**M1 wires**

Bar = 20 um. Supply wires on this layer in grey.
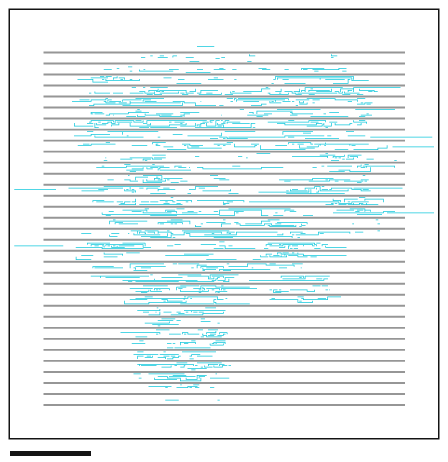
**Metal 2**

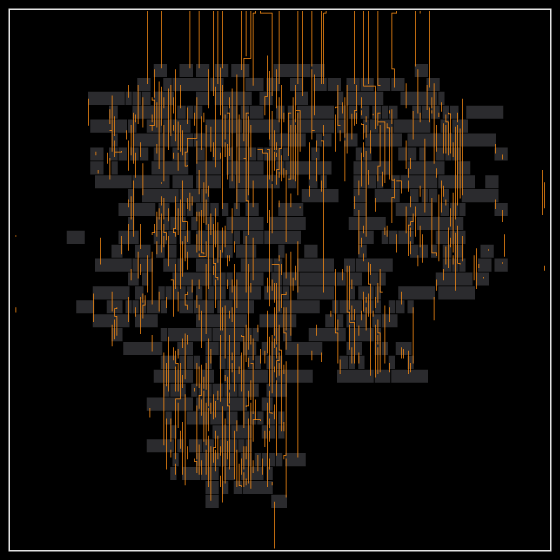
**Metal 3**

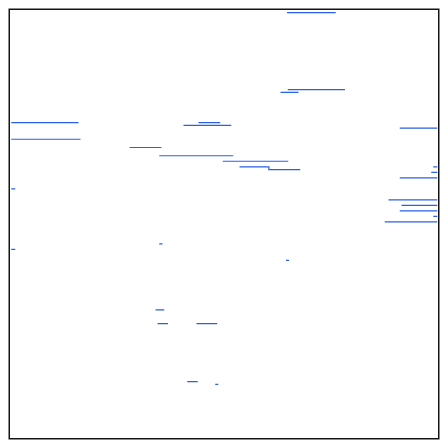
**Routed metal per tile**

21 x 21 tiles, from dark blue (low) to red (high), scaled to the fullest tile. Values are wire area over tile area, all layers added.
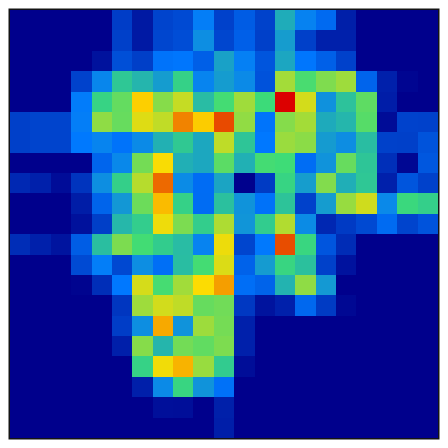
[config.mk]
export PLATFORM = sky130hd
export DESIGN_NAME = rng_seed_gen
export DESIGN_NICKNAME = d
export VERILOG_FILES = /design/src/rtl/rng_seed_gen.sv
export SDC_FILE = /design/constraint.sdc
export NUM_CORES = 1
export LEC_CHECK = 0
export ABC_AREA = 1
export CAP_MARGIN = 20
export CORE_MARGIN = 8
export CORE_UTILIZATION = 30
export DETAILED_ROUTE_END_ITERATION = 8
export SLEW_MARGIN = 15
export SYNTH_ARGS = -nofsm -noshare
export SYNTH_HDL_FRONTEND = slang
export SYNTH_SLANG_ARGS = --single-unit
[constraint.sdc]
create_clock -name clk_i -period 1.74 [get_ports clk_i]
set_input_delay 0.348 -clock clk_i [delete_from_list [all_inputs] [get_ports clk_i]]
set_output_delay 0.348 -clock clk_i [all_outputs]
set_load 0.05 [all_outputs]
[src/rtl/rng_seed_gen.sv]
// rng_seed_gen: seed source for the RNG LFSR.
// Samples a raw entropy bit every SAMPLE_DIV clocks, removes bias with a von
// Neumann corrector and shifts the surviving bits MSB-first into a seed word.
// The word is offered on a valid/ready port. A repetition-count health test
// on the raw samples blocks delivery when the source is stuck.
module rng_seed_gen #(
  parameter int SEED_WIDTH = 32,
  parameter int SAMPLE_DIV = 4,
  parameter int REP_LIMIT  = 32
) (
  input  logic                  clk_i,
  input  logic                  rst_i,
  input  logic                  en_i,
  input  logic                  ent_i,
  output logic                  seed_valid_o,
  input  logic                  seed_ready_i,
  output logic [SEED_WIDTH-1:0] seed_o,
  output logic                  health_err_o,
  input  logic                  err_clr_i
);

  localparam int DIV_W = (SAMPLE_DIV > 1) ? $clog2(SAMPLE_DIV) : 1;
  localparam int REP_W = $clog2(REP_LIMIT + 1);
  localparam int CNT_W = $clog2(SEED_WIDTH + 1);

  localparam logic [DIV_W-1:0] DIV_LAST = DIV_W'(SAMPLE_DIV - 1);
  localparam logic [DIV_W-1:0] DIV_ONE  = DIV_W'(1);
  localparam logic [REP_W-1:0] REP_MAX  = REP_W'(REP_LIMIT);
  localparam logic [REP_W-1:0] REP_ONE  = REP_W'(1);
  localparam logic [CNT_W-1:0] CNT_LAST = CNT_W'(SEED_WIDTH - 1);
  localparam logic [CNT_W-1:0] CNT_ONE  = CNT_W'(1);

  localparam logic [1:0] ST_IDLE    = 2'd0;
  localparam logic [1:0] ST_COLLECT = 2'd1;
  localparam logic [1:0] ST_HOLD    = 2'd2;
  localparam logic [1:0] ST_ERROR   = 2'd3;

  // Next repetition count: restart at 1 on a new value, saturate at REP_LIMIT.
  function automatic logic [REP_W-1:0] rep_step(input logic [REP_W-1:0] rep,
                                                input logic             same);
    logic [REP_W-1:0] r;
    if (!same) begin
      r = REP_ONE;
    end else if (rep == REP_MAX) begin
      r = rep;
    end else begin
      r = rep + REP_ONE;
    end
    return r;
  endfunction

  logic [1:0]            state_q, state_d;
  logic [DIV_W-1:0]      div_q, div_d;
  logic                  phase_q, phase_d;
  logic                  a_q, a_d;
  logic                  prev_q, prev_d;
  logic [REP_W-1:0]      rep_q, rep_d;
  logic [CNT_W-1:0]      cnt_q, cnt_d;
  logic [SEED_WIDTH-1:0] seed_q, seed_d;
  logic                  valid_q, valid_d;
  logic                  err_q, err_d;
  logic [REP_W-1:0]      rep_nxt_s;
  logic                  clr_run_s;

  // Next-state logic: FSM, sample divider, corrector, packer and health test.
  always_comb begin
    state_d   = state_q;
    div_d     = div_q;
    phase_d   = phase_q;
    a_d       = a_q;
    prev_d    = prev_q;
    rep_d     = rep_q;
    cnt_d     = cnt_q;
    seed_d    = seed_q;
    valid_d   = valid_q;
    err_d     = err_q;
    rep_nxt_s = rep_step(rep_q, ent_i == prev_q);
    clr_run_s = 1'b0;

    case (state_q)
      ST_IDLE: begin
        clr_run_s = 1'b1;
        valid_d   = 1'b0;
        if (en_i) begin
          state_d = ST_COLLECT;
        end else begin
          state_d = ST_IDLE;
        end
      end

      ST_COLLECT: begin
        if (!en_i) begin
          // Abandon the partial seed; seed_o keeps whatever it holds.
          state_d   = ST_IDLE;
          clr_run_s = 1'b1;
        end else if (div_q == DIV_LAST) begin
          div_d = '0;
          if (rep_nxt_s == REP_MAX) begin
            // Health trip outranks a seed completing on the same strobe.
            state_d   = ST_ERROR;
            err_d     = 1'b1;
            valid_d   = 1'b0;
            clr_run_s = 1'b1;
          end else begin
            rep_d  = rep_nxt_s;
            prev_d = ent_i;
            if (!phase_q) begin
              a_d     = ent_i;
              phase_d = 1'b1;
            end else begin
              phase_d = 1'b0;
              if (ent_i != a_q) begin
                seed_d = {seed_q[SEED_WIDTH-2:0], a_q};
                if (cnt_q == CNT_LAST) begin
                  state_d   = ST_HOLD;
                  valid_d   = 1'b1;
                  clr_run_s = 1'b1;
                end else begin
                  cnt_d = cnt_q + CNT_ONE;
                end
              end else begin
                // Equal pair carries no unbiased bit.
                seed_d = seed_q;
              end
            end
          end
        end else begin
          div_d = div_q + DIV_ONE;
        end
      end

      ST_HOLD: begin
        clr_run_s = 1'b1;
        if (valid_q && seed_ready_i) begin
          valid_d = 1'b0;
          if (en_i) begin
            state_d = ST_COLLECT;
          end else begin
            state_d = ST_IDLE;
          end
        end else begin
          valid_d = 1'b1;
        end
      end

      ST_ERROR: begin
        clr_run_s = 1'b1;
        valid_d   = 1'b0;
        if (err_clr_i) begin
          err_d   = 1'b0;
          state_d = ST_IDLE;
        end else begin
          err_d = 1'b1;
        end
      end

      default: begin
        state_d   = ST_IDLE;
        clr_run_s = 1'b1;
        valid_d   = 1'b0;
      end
    endcase

    // Collection bookkeeping only lives inside COLLECT.
    if (clr_run_s) begin
      div_d   = '0;
      phase_d = 1'b0;
      a_d     = 1'b0;
      prev_d  = 1'b0;
      rep_d   = '0;
      cnt_d   = '0;
    end else begin
      rep_d = rep_d;
    end
  end

  // State registers with synchronous active-high reset.
  always_ff @(posedge clk_i) begin
    if (rst_i) begin
      state_q <= ST_IDLE;
      div_q   <= '0;
      phase_q <= 1'b0;
      a_q     <= 1'b0;
      prev_q  <= 1'b0;
      rep_q   <= '0;
      cnt_q   <= '0;
      seed_q  <= '0;
      valid_q <= 1'b0;
      err_q   <= 1'b0;
    end else begin
      state_q <= state_d;
      div_q   <= div_d;
      phase_q <= phase_d;
      a_q     <= a_d;
      prev_q  <= prev_d;
      rep_q   <= rep_d;
      cnt_q   <= cnt_d;
      seed_q  <= seed_d;
      valid_q <= valid_d;
      err_q   <= err_d;
    end
  end

  assign seed_o       = seed_q;
  assign seed_valid_o = valid_q;
  assign health_err_o = err_q;

endmodule

==> results.yml <==
# implementation run metrics
routing:
  first_pass_iters: 4
  wl_per_cell_um: 12.4
  drt_iter0_drc: 127
  ant_nets: 0
logic_synthesis:
  yosysUniqueCellTypes: 25
  netlist_area_sq_um: 2410
  ys_chip_area_sq_um: 2410
  async_flop_share: 0
  edf_count: 0
  yosys_cells: 331
  synth_area_per_cell_sq_um: 7.29
  syn-num-nets: 341
  ys.warnings.count: 0
  synth_top_area_share: 0.440
  ys.flop_type: "dfxtp_1"
  ys_seq_frac: 0.440
placed_design:
  globalplace.congestion: 0.774
  port-buffer-count: 39
  dp_slack_ns: -0.508
  post-dp-hpwl_mm: 4.17
clock_network:
  clk_pin_slew_ns: 0.10
  cts_tree: "yes"
  cts_root_buf: "clkbuf_8"
  cts.htree.levels: 2
  cts_num_sinks: 53
  cts_hold_buf: 0
  cts_buffers: 5
  clk_path_buf_depth: 2
power:
  power_mw: 2.23
  leakagePower_nw: 1.39
  peakVddDrop_mv: 0.335
floorplan:
  die_height_um: 106
  die_w_um: 106
  fp-row-count: 32
  ioPinCount: 40
worst_setup_path:
  worst_setup_path_end_kind: "flip-flop"
  crit_family: "simple AND/OR/NAND/NOR gates"
  critical_path_depth: 14
  path_max_fanout: 7
  crit_type: "flip-flop to flip-flop"
  critPathBufInv: 4
  crit_top_cell: "nand2_1"
  cp-start-kind: "flip-flop"
  reg2reg_slack_ns: -0.14
  r2r_end: "seed_o[27]$_SDFFE_PP0P_"
  critPathLaunch: "rep_q[0]$_SDFFE_PP0P_"
  critical_path_required_ns: 1.97
  crit_chain: "inv_4 > ha_4 > nand2_1 > inv_1 > nand3_2 > nand2_1 > nand3_2 > nor2_4 > nand3_4 > buf_6 > nand2_8 > buf_12 > nand2_1 > a21oi_1"
  reg2regPathDepth: 14
  reg2reg_from: "rep_q[0]$_SDFFE_PP0P_"
timing:
  fmax_mhz: 532
  finalWorstSetupSlack_ns: -0.139
  fin_crit_sh: 1.08
  rsz0062_at_grt: "yes"
  slew_viol_final: 0
  setup_viol: 50
finish:
  seqCellArea_sq_um: 1070
  diodes: 0
  drive_gt1_frac: 0.346
  fin_util: 0.458
  fillCellCount: 767
  fin_nets: 419
  final-comb-area_sq_um: 1350
  layoutNonFillerInstCount: 512
global_route:
  grt_pass1_vias: 2197
  grt_max_degree: 33
  grt_first_pass_wirelength_mm: 10.3
run:
  cap_viol_max_count: 0
run_status:
  status: "finished, violations left"
  violations: "negative setup slack"
hold_path:
  worstHoldStart: "cnt_q[5]$_SDFFE_PP0P_"
  hp-class: "flip-flop to flip-flop"
## Picture notes: 'M1 wires'
384 nets have wire on it. The wires run mostly horizontal. The longest straight run is 29.0 um.

## Picture notes: 'metal 2'
345 nets have wire on it. The layer carries 3160 um of wire. The layer holds 50% of the routed length. The wires run mostly vertical. The longest straight run is 29.6 um.

## Picture notes: 'metal 3'
The layer holds 3.3% of the routed length. 23 nets have wire on it. The layer carries 212 um of wire.
met3 Use GR: 0.0231
Post-Route WL: 6.36 mm
via count: 2407

## Picture notes: 'routed metal per tile'
The fullest tile reaches 0.42. 16% of the tiles are over half the peak. The mean over all tiles is 0.088. The densest ninth of the die: centre.

[per-layer routing]
metal,track usage,up-vias,part of all wire
met5,0,-,0
met4,0.0352,0,0.015
met3,0.0231,8,0.033
met2,0.179,40,0.50
met1,0.135,1117,0.45
li1,-,1242,-
[report_power, final]
group | switching [mW] | internal [mW]
clock network | 0.428 | 0.287
registers | 0.0151 | 1.23
logic | 0.157 | 0.119
[worst min-delay path by stage]
stage	to	slack, ns	cells past startpoint
3_5_place_dp	cnt_q[5]$_SDFFE_PP0P_	0.46	2
4_1_cts	cnt_q[5]$_SDFFE_PP0P_	0.47	2
3_3_place_gp	seed_o[31]$_SDFFE_PP0P_	0.45	2
6_report	cnt_q[5]$_SDFFE_PP0P_	0.47	2
2_1_floorplan	div_q[1]$_SDFFE_PP0P_	0.44	2
5_1_grt	cnt_q[5]$_SDFFE_PP0P_	0.49	2
[logic make-up (layout without fill, tap and decap cells)]
kind of cell    count (synthesis)  in the layout  synth area share
compound gates                 58             58             0.122
xor+xnor                        6              6            0.0218
fa+ha+maj                       4              4            0.0207
buf+inv                        45            123            0.0819
flops                          53             53             0.440
simple gates                  165            166             0.314
[worst min-delay path: stages, from the launching register on]
cell,delay (ns)
dfxtp_1,0.32
nand2_1,0.06
a21oi_1,0.05
[layout make-up]
type	count	area share
clock inverter	3	0.00598
timing repair buffer	85	0.227
sequential	53	0.300
inverter	30	0.0324
clock buffer	5	0.0193
multi-input combinational	234	0.380
tap	102	0.0359
[stage by stage]
step           hold WS, ns  TNS, ns  area [sq um]
3_5_place_dp         0.460   -23.60          3030
4_1_cts              0.471    -3.07          3450
6_report             0.469    -5.22          3560
2_1_floorplan        0.444        0          2420
5_1_grt              0.488   -12.17          3560
3_3_place_gp         0.452   -21.80          3030
[sequential cells by signal (all words and copies together), names as in the netlist]
| name | count |
|---|---|
| a_q | 1 |
| cnt_q | 6 |
| div_q | 2 |
| health_err_o | 1 |
| phase_q | 1 |
| prev_q | 1 |
| rep_q | 6 |
| seed_o | 32 |
| seed_valid_o | 1 |
| state_q | 2 |
[placed cells by master (no fill, tap or decap), drive strengths merged]
| master | n |
|---|---|
| dfxtp | 53 |
| nor4 | 1 |
| nand3 | 50 |
| xor2 | 4 |
| ha | 4 |
| inv | 31 |
| clkbuf | 6 |
| nand4 | 6 |
| clkdlybuf4s50 | 4 |
| o21ai | 3 |
| nand2 | 91 |
| a21oi | 53 |
| o21bai | 1 |
| a31oi | 1 |
| or2 | 1 |
| dlygate4sd2 | 1 |
| clkinv | 1 |
| nor2 | 17 |
| buf | 79 |
| xnor2 | 2 |
| clkinvlp | 1 |
[timing repair]
action / CTS / global route
setup buffers: 11 / 3
gates cloned: 4 / 1
gates resized: 48 / 12
setup endpoints to repair: 53 / 53
pin swaps: 12 / 8
Power figures rest on the tool's default switching activity, not on a simulated workload.
